Met1 routing:
Bar = 20 µm.
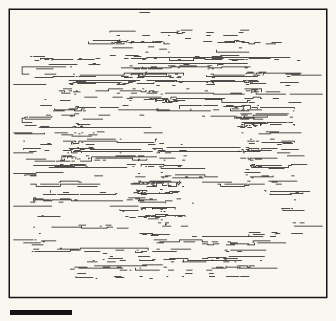
Signal wires on met2:
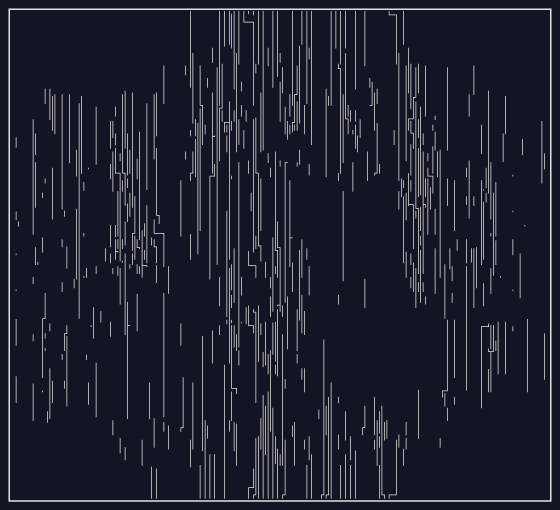
===== config.mk =====
export PLATFORM = sky130hd
export DESIGN_NAME = mem_access_flat
export DESIGN_NICKNAME = d
export VERILOG_FILES = /design/src/rtl/mem_access_if.sv /design/src/rtl/mem_access.sv /design/src/flat_wrapper.sv
export SDC_FILE = /design/constraint.sdc
export NUM_CORES = 1
export LEC_CHECK = 0
export ABC_CLOCK_PERIOD_IN_PS = 2100
export CAP_MARGIN = 10
export CORE_ASPECT_RATIO = 0.9
export CORE_MARGIN = 4
export CORE_UTILIZATION = 30
export DETAILED_ROUTE_END_ITERATION = 10
export GPL_ROUTABILITY_DRIVEN = 0
export GPL_TIMING_DRIVEN = 0
export PLACE_DENSITY = 0.68
export SLEW_MARGIN = 10
export SYNTH_ARGS = -nofsm -noshare
export SYNTH_HDL_FRONTEND = slang
export SYNTH_SLANG_ARGS = --single-unit

===== constraint.sdc =====
create_clock -name clk -period 2.1 [get_ports clk]
set_input_delay 0.315 -clock clk [delete_from_list [all_inputs] [get_ports clk]]
set_output_delay 0.315 -clock clk [all_outputs]
set_load 0.01 [all_outputs]

===== src/rtl/mem_access_if.sv =====
// mem_access_if: bus bundle between the LC-3 memory-access stage and its
// surroundings (controller request side, data memory side, writeback side).
//   start/op/ind/M_addr/M_data : request from execute/controller
//   Data_dout                  : data-memory read data
//   Data_addr/Data_din/Data_en/Data_rd : data-memory command
//   memout                     : loaded word towards the writeback mux
//   busy/done/done_load        : status towards the controller
// Modports: master = environment (controller + memory), slave = mem_access.
interface mem_access_if #(
  parameter int ADDR_W = 16,
  parameter int DATA_W = 16
);
  logic              start;
  logic [1:0]        op;
  logic              ind;
  logic [ADDR_W-1:0] M_addr;
  logic [DATA_W-1:0] M_data;
  logic [DATA_W-1:0] Data_dout;
  logic [ADDR_W-1:0] Data_addr;
  logic [DATA_W-1:0] Data_din;
  logic              Data_en;
  logic              Data_rd;
  logic [DATA_W-1:0] memout;
  logic              busy;
  logic              done;
  logic              done_load;

  modport master (
    output start, op, ind, M_addr, M_data, Data_dout,
    input  Data_addr, Data_din, Data_en, Data_rd, memout, busy, done, done_load
  );

  modport slave (
    input  start, op, ind, M_addr, M_data, Data_dout,
    output Data_addr, Data_din, Data_en, Data_rd, memout, busy, done, done_load
  );
endinterface


===== src/rtl/mem_access.sv =====
// mem_access: LC-3 memory-access stage. Performs LD/LDR/LDI and ST/STR/STI
// data-memory transactions (indirect forms fetch a pointer first) against a
// synchronous-read memory, holds the last loaded word on memout, and pulses
// done/done_load for one cycle on completion.
// Ports:
//   clk : system clock, rising edge
//   rst : asynchronous active-high reset
//   bus : mem_access_if.slave (request, memory command, status, memout)
module mem_access #(
  parameter int ADDR_W = 16,
  parameter int DATA_W = 16
) (
  input  logic         clk,
  input  logic         rst,
  mem_access_if.slave  bus
);

  typedef enum logic [2:0] {
    IDLE,
    IRD,
    ICAP,
    RD,
    CAP,
    WR,
    FIN
  } state_t;

  state_t            state;
  state_t            state_nx;
  logic [ADDR_W-1:0] addr_q;
  logic [DATA_W-1:0] data_q;
  logic [DATA_W-1:0] memout_q;
  logic              load_q;

  // State register
  always_ff @(posedge clk or posedge rst) begin
    if (rst) state <= IDLE;
    else     state <= state_nx;
  end

  // Datapath registers: request capture, pointer capture, load result
  always_ff @(posedge clk or posedge rst) begin
    if (rst) begin
      addr_q   <= '0;
      data_q   <= '0;
      memout_q <= '0;
      load_q   <= 1'b0;
    end else begin
      if (state == IDLE && bus.start) begin
        addr_q <= bus.M_addr;
        data_q <= bus.M_data;
        load_q <= (bus.op == 2'b01);
      end
      if (state == ICAP) addr_q   <= bus.Data_dout;
      if (state == CAP)  memout_q <= bus.Data_dout;
    end
  end

  // Next-state logic
  always_comb begin
    state_nx = state;
    case (state)
      IDLE: begin
        if (bus.start) begin
          case (bus.op)
            2'b01:   state_nx = bus.ind ? IRD : RD;
            2'b10:   state_nx = bus.ind ? IRD : WR;
            default: state_nx = FIN;
          endcase
        end
      end
      IRD:     state_nx = ICAP;
      // Only loads and stores reach ICAP, so !load_q means store
      ICAP:    state_nx = load_q ? RD : WR;
      RD:      state_nx = CAP;
      CAP:     state_nx = FIN;
      WR:      state_nx = FIN;
      FIN:     state_nx = IDLE;
      default: state_nx = IDLE;
    endcase
  end

  // Outputs decoded from state and registers
  always_comb begin
    bus.busy      = (state != IDLE);
    bus.done      = (state == FIN);
    bus.done_load = (state == FIN) && load_q;
    bus.Data_en   = (state == IRD) || (state == RD) || (state == WR);
    bus.Data_rd   = (state != WR);
    bus.Data_addr = addr_q;
    bus.Data_din  = data_q;
    bus.memout    = memout_q;
  end

endmodule


===== src/flat_wrapper.sv =====
// flat-port wrapper written by rule: the top's interface ports become plain ports
module mem_access_flat 
#(
  parameter int ADDR_W = 16,
  parameter int DATA_W = 16
)
  (clk, rst, bus_start, bus_op, bus_ind, bus_M_addr, bus_M_data, bus_Data_dout, bus_Data_addr, bus_Data_din, bus_Data_en, bus_Data_rd, bus_memout, bus_busy, bus_done, bus_done_load);
  mem_access_if #(.ADDR_W(ADDR_W), .DATA_W(DATA_W)) bus_i ();
  input  logic clk;
  input  logic rst;
  input wire logic [$bits(bus_i.start)-1:0] bus_start;
  input wire logic [$bits(bus_i.op)-1:0] bus_op;
  input wire logic [$bits(bus_i.ind)-1:0] bus_ind;
  input wire logic [$bits(bus_i.M_addr)-1:0] bus_M_addr;
  input wire logic [$bits(bus_i.M_data)-1:0] bus_M_data;
  input wire logic [$bits(bus_i.Data_dout)-1:0] bus_Data_dout;
  output wire logic [$bits(bus_i.Data_addr)-1:0] bus_Data_addr;
  output wire logic [$bits(bus_i.Data_din)-1:0] bus_Data_din;
  output wire logic [$bits(bus_i.Data_en)-1:0] bus_Data_en;
  output wire logic [$bits(bus_i.Data_rd)-1:0] bus_Data_rd;
  output wire logic [$bits(bus_i.memout)-1:0] bus_memout;
  output wire logic [$bits(bus_i.busy)-1:0] bus_busy;
  output wire logic [$bits(bus_i.done)-1:0] bus_done;
  output wire logic [$bits(bus_i.done_load)-1:0] bus_done_load;
  assign bus_i.start = bus_start;
  assign bus_i.op = bus_op;
  assign bus_i.ind = bus_ind;
  assign bus_i.M_addr = bus_M_addr;
  assign bus_i.M_data = bus_M_data;
  assign bus_i.Data_dout = bus_Data_dout;
  assign bus_Data_addr = bus_i.Data_addr;
  assign bus_Data_din = bus_i.Data_din;
  assign bus_Data_en = bus_i.Data_en;
  assign bus_Data_rd = bus_i.Data_rd;
  assign bus_memout = bus_i.memout;
  assign bus_busy = bus_i.busy;
  assign bus_done = bus_i.done;
  assign bus_done_load = bus_i.done_load;
  mem_access #(.ADDR_W(ADDR_W), .DATA_W(DATA_W)) u_core (.clk(clk), .rst(rst), .bus(bus_i));
endmodule

==> flow report <==
==========================================================================================
Run status                                                                    finished clean
Inverters, non-clock                                                                     5
Sw frac                                                                              0.333
Height of the die                                                                  93.1 µm
Total half-perimeter wirelength after legalization and detailed placement          5.11 mm
Clock buf count                                                                          7
Tap cell count                                                                          96
List of cells traversed by the critical path                                  buf_4 -> buf_4 -> nand3b_1 -> clkdlybuf4s50_1
Ratio of routed vias to standard cells                                                4.86
Initial drt markers                                                                     52
Sort of element at the end of the critical path                                 output pin
DR pass1 iterations                                                                      4
Final non-filler cell area                                                        3760 µm²
Number of warnings the tools reported                                                   27
Number of cell instances on the worst register-to-register path                          4
Highest routed metal layer                                                            met4
Seq_cells                                                                               52
Part of the total power dissipated in combinational logic                            0.549
Number of nets produced by synthesis                                                   250
Final clock-cell share                                                              0.0336
Number of global-route vias before repair                                             2202
Clock edge transition at the registers on the reported setup and hold paths        0.10 ns
Signal buffers share of area                                                         0.318
Power dissipated in combinational cells                                            3150 µW
Clock Sinks                                                                             52
Sequential Area                                                                   1300 µm²
Antenna diode count                                                                      0
Post-Place Setup Slack                                                           0.0590 ns
Final hold violations                                                                    0
CP startpoint kind                                                                register
Fin crit share                                                                       0.950
Wire length of the first global-routing pass                                       10.9 mm
Fraction of area in registers                                                        0.346
Worst vdd rail ir drop                                                          0.000607 V
Buffers added on ports                                                                 106
Min-delay worst type                                                          input port to asynchronous set/reset pin
Total number of cells along the worst setup path                                         4
Total track usage                                                                    0.145
Die outline area                                                                  9540 µm²
Transition time at the pin with the least slew margin                             0.586 ns
Average footprint of a synthesized cell                                           12.4 µm²
Buffer levels on the longest clock path                                                  2
Ys Warns                                                                                 0
Largest net degree at the start of global routing                                       37
==========================================================================================
About 'met1 routing':
wire length on this layer	2820 µm
share of all routed wire	42%
longest straight run	46.5 µm
main direction	horizontal
nets with wire on the layer	305
number of vias in the routed layout: 1968
global routing met1 resource utilization: 0.182
Detailed Route WL: 6.78 mm

About 'signal wires on met2':
share of all routed wire	50%
longest straight run	40.8 µm
nets with wire on the layer	327
main direction	vertical
wire length on this layer	3380 µm

[layer usage]
metal | vias up | global-route usage
met3 | 4 | 0.0470
met2 | 64 | 0.246
met4 | 0 | 0.0284
li1 | 923 | -
met1 | 977 | 0.182
met5 | - | 0
[kinds of logic after synthesis]
logic type,synth area share
flip-flops,0.539
AND-OR/OR-AND,0.154
AND/OR/NAND/NOR,0.0757
multiplexers,0.174
buffers and inverters,0.0467
adder cells (fa/ha/maj),0.0104
[synth_stat cells]
| cell | number | area share |
|---|---|---|
| sky130_fd_sc_hd__a21oi_1 | 4 | 0.0083 |
| sky130_fd_sc_hd__buf_1 | 1 | 0.0016 |
| sky130_fd_sc_hd__clkinv_1 | 1 | 0.0016 |
| sky130_fd_sc_hd__a22oi_1 | 15 | 0.047 |
| sky130_fd_sc_hd__buf_6 | 1 | 0.0047 |
| sky130_fd_sc_hd__ha_1 | 2 | 0.010 |
| sky130_fd_sc_hd__and3_1 | 1 | 0.0026 |
| sky130_fd_sc_hd__inv_1 | 4 | 0.0062 |
| sky130_fd_sc_hd__a2111oi_0 | 1 | 0.0036 |
| sky130_fd_sc_hd__or3_4 | 1 | 0.0047 |
| sky130_fd_sc_hd__nand3b_1 | 1 | 0.0031 |
| sky130_fd_sc_hd__nor2_1 | 4 | 0.0062 |
| sky130_fd_sc_hd__a2bb2oi_1 | 15 | 0.054 |
| sky130_fd_sc_hd__buf_4 | 2 | 0.0062 |
| sky130_fd_sc_hd__o21ai_0 | 17 | 0.035 |
| sky130_fd_sc_hd__and3b_1 | 1 | 0.0036 |
| sky130_fd_sc_hd__nor3b_2 | 2 | 0.010 |
| sky130_fd_sc_hd__o21ai_1 | 1 | 0.0021 |
| sky130_fd_sc_hd__clkbuf_1 | 5 | 0.0078 |
| sky130_fd_sc_hd__mux2_4 | 10 | 0.062 |
| sky130_fd_sc_hd__buf_12 | 1 | 0.0083 |
| sky130_fd_sc_hd__and2_1 | 1 | 0.0026 |
| sky130_fd_sc_hd__nor2_8 | 1 | 0.0083 |
| sky130_fd_sc_hd__mux2_2 | 23 | 0.11 |
| sky130_fd_sc_hd__nor2b_1 | 2 | 0.0052 |
| sky130_fd_sc_hd__buf_2 | 5 | 0.010 |
| sky130_fd_sc_hd__nand2_1 | 17 | 0.026 |
| sky130_fd_sc_hd__o31a_1 | 1 | 0.0036 |
| sky130_fd_sc_hd__or2_2 | 1 | 0.0026 |
| sky130_fd_sc_hd__mux2i_1 | 1 | 0.0041 |
| sky130_fd_sc_hd__dfrtp_1 | 52 | 0.54 |
[through the flow]
step,std cells,power (µW)
finish,405,5740
global route,405,6150
CTS,405,5830
detailed placement,397,5030
global placement,396,4910
floorplan,194,3490
[worst register-to-register path: stages (launching register included)]
cell                      delay [ns]
sky130_fd_sc_hd__dfrtp_1        0.37
sky130_fd_sc_hd__buf_4          0.17
sky130_fd_sc_hd__nor3b_2        0.53
sky130_fd_sc_hd__buf_4          0.31
sky130_fd_sc_hd__mux2_2         0.35
[sequential cells by signal, indices dropped and copies added, names as in the netlist]
name	cells
u_core.bus.Data_addr	16
u_core.bus.Data_din	16
u_core.bus.memout	16
u_core.load_q	1
u_core.state	3
Power and IR drop assume default switching activity.
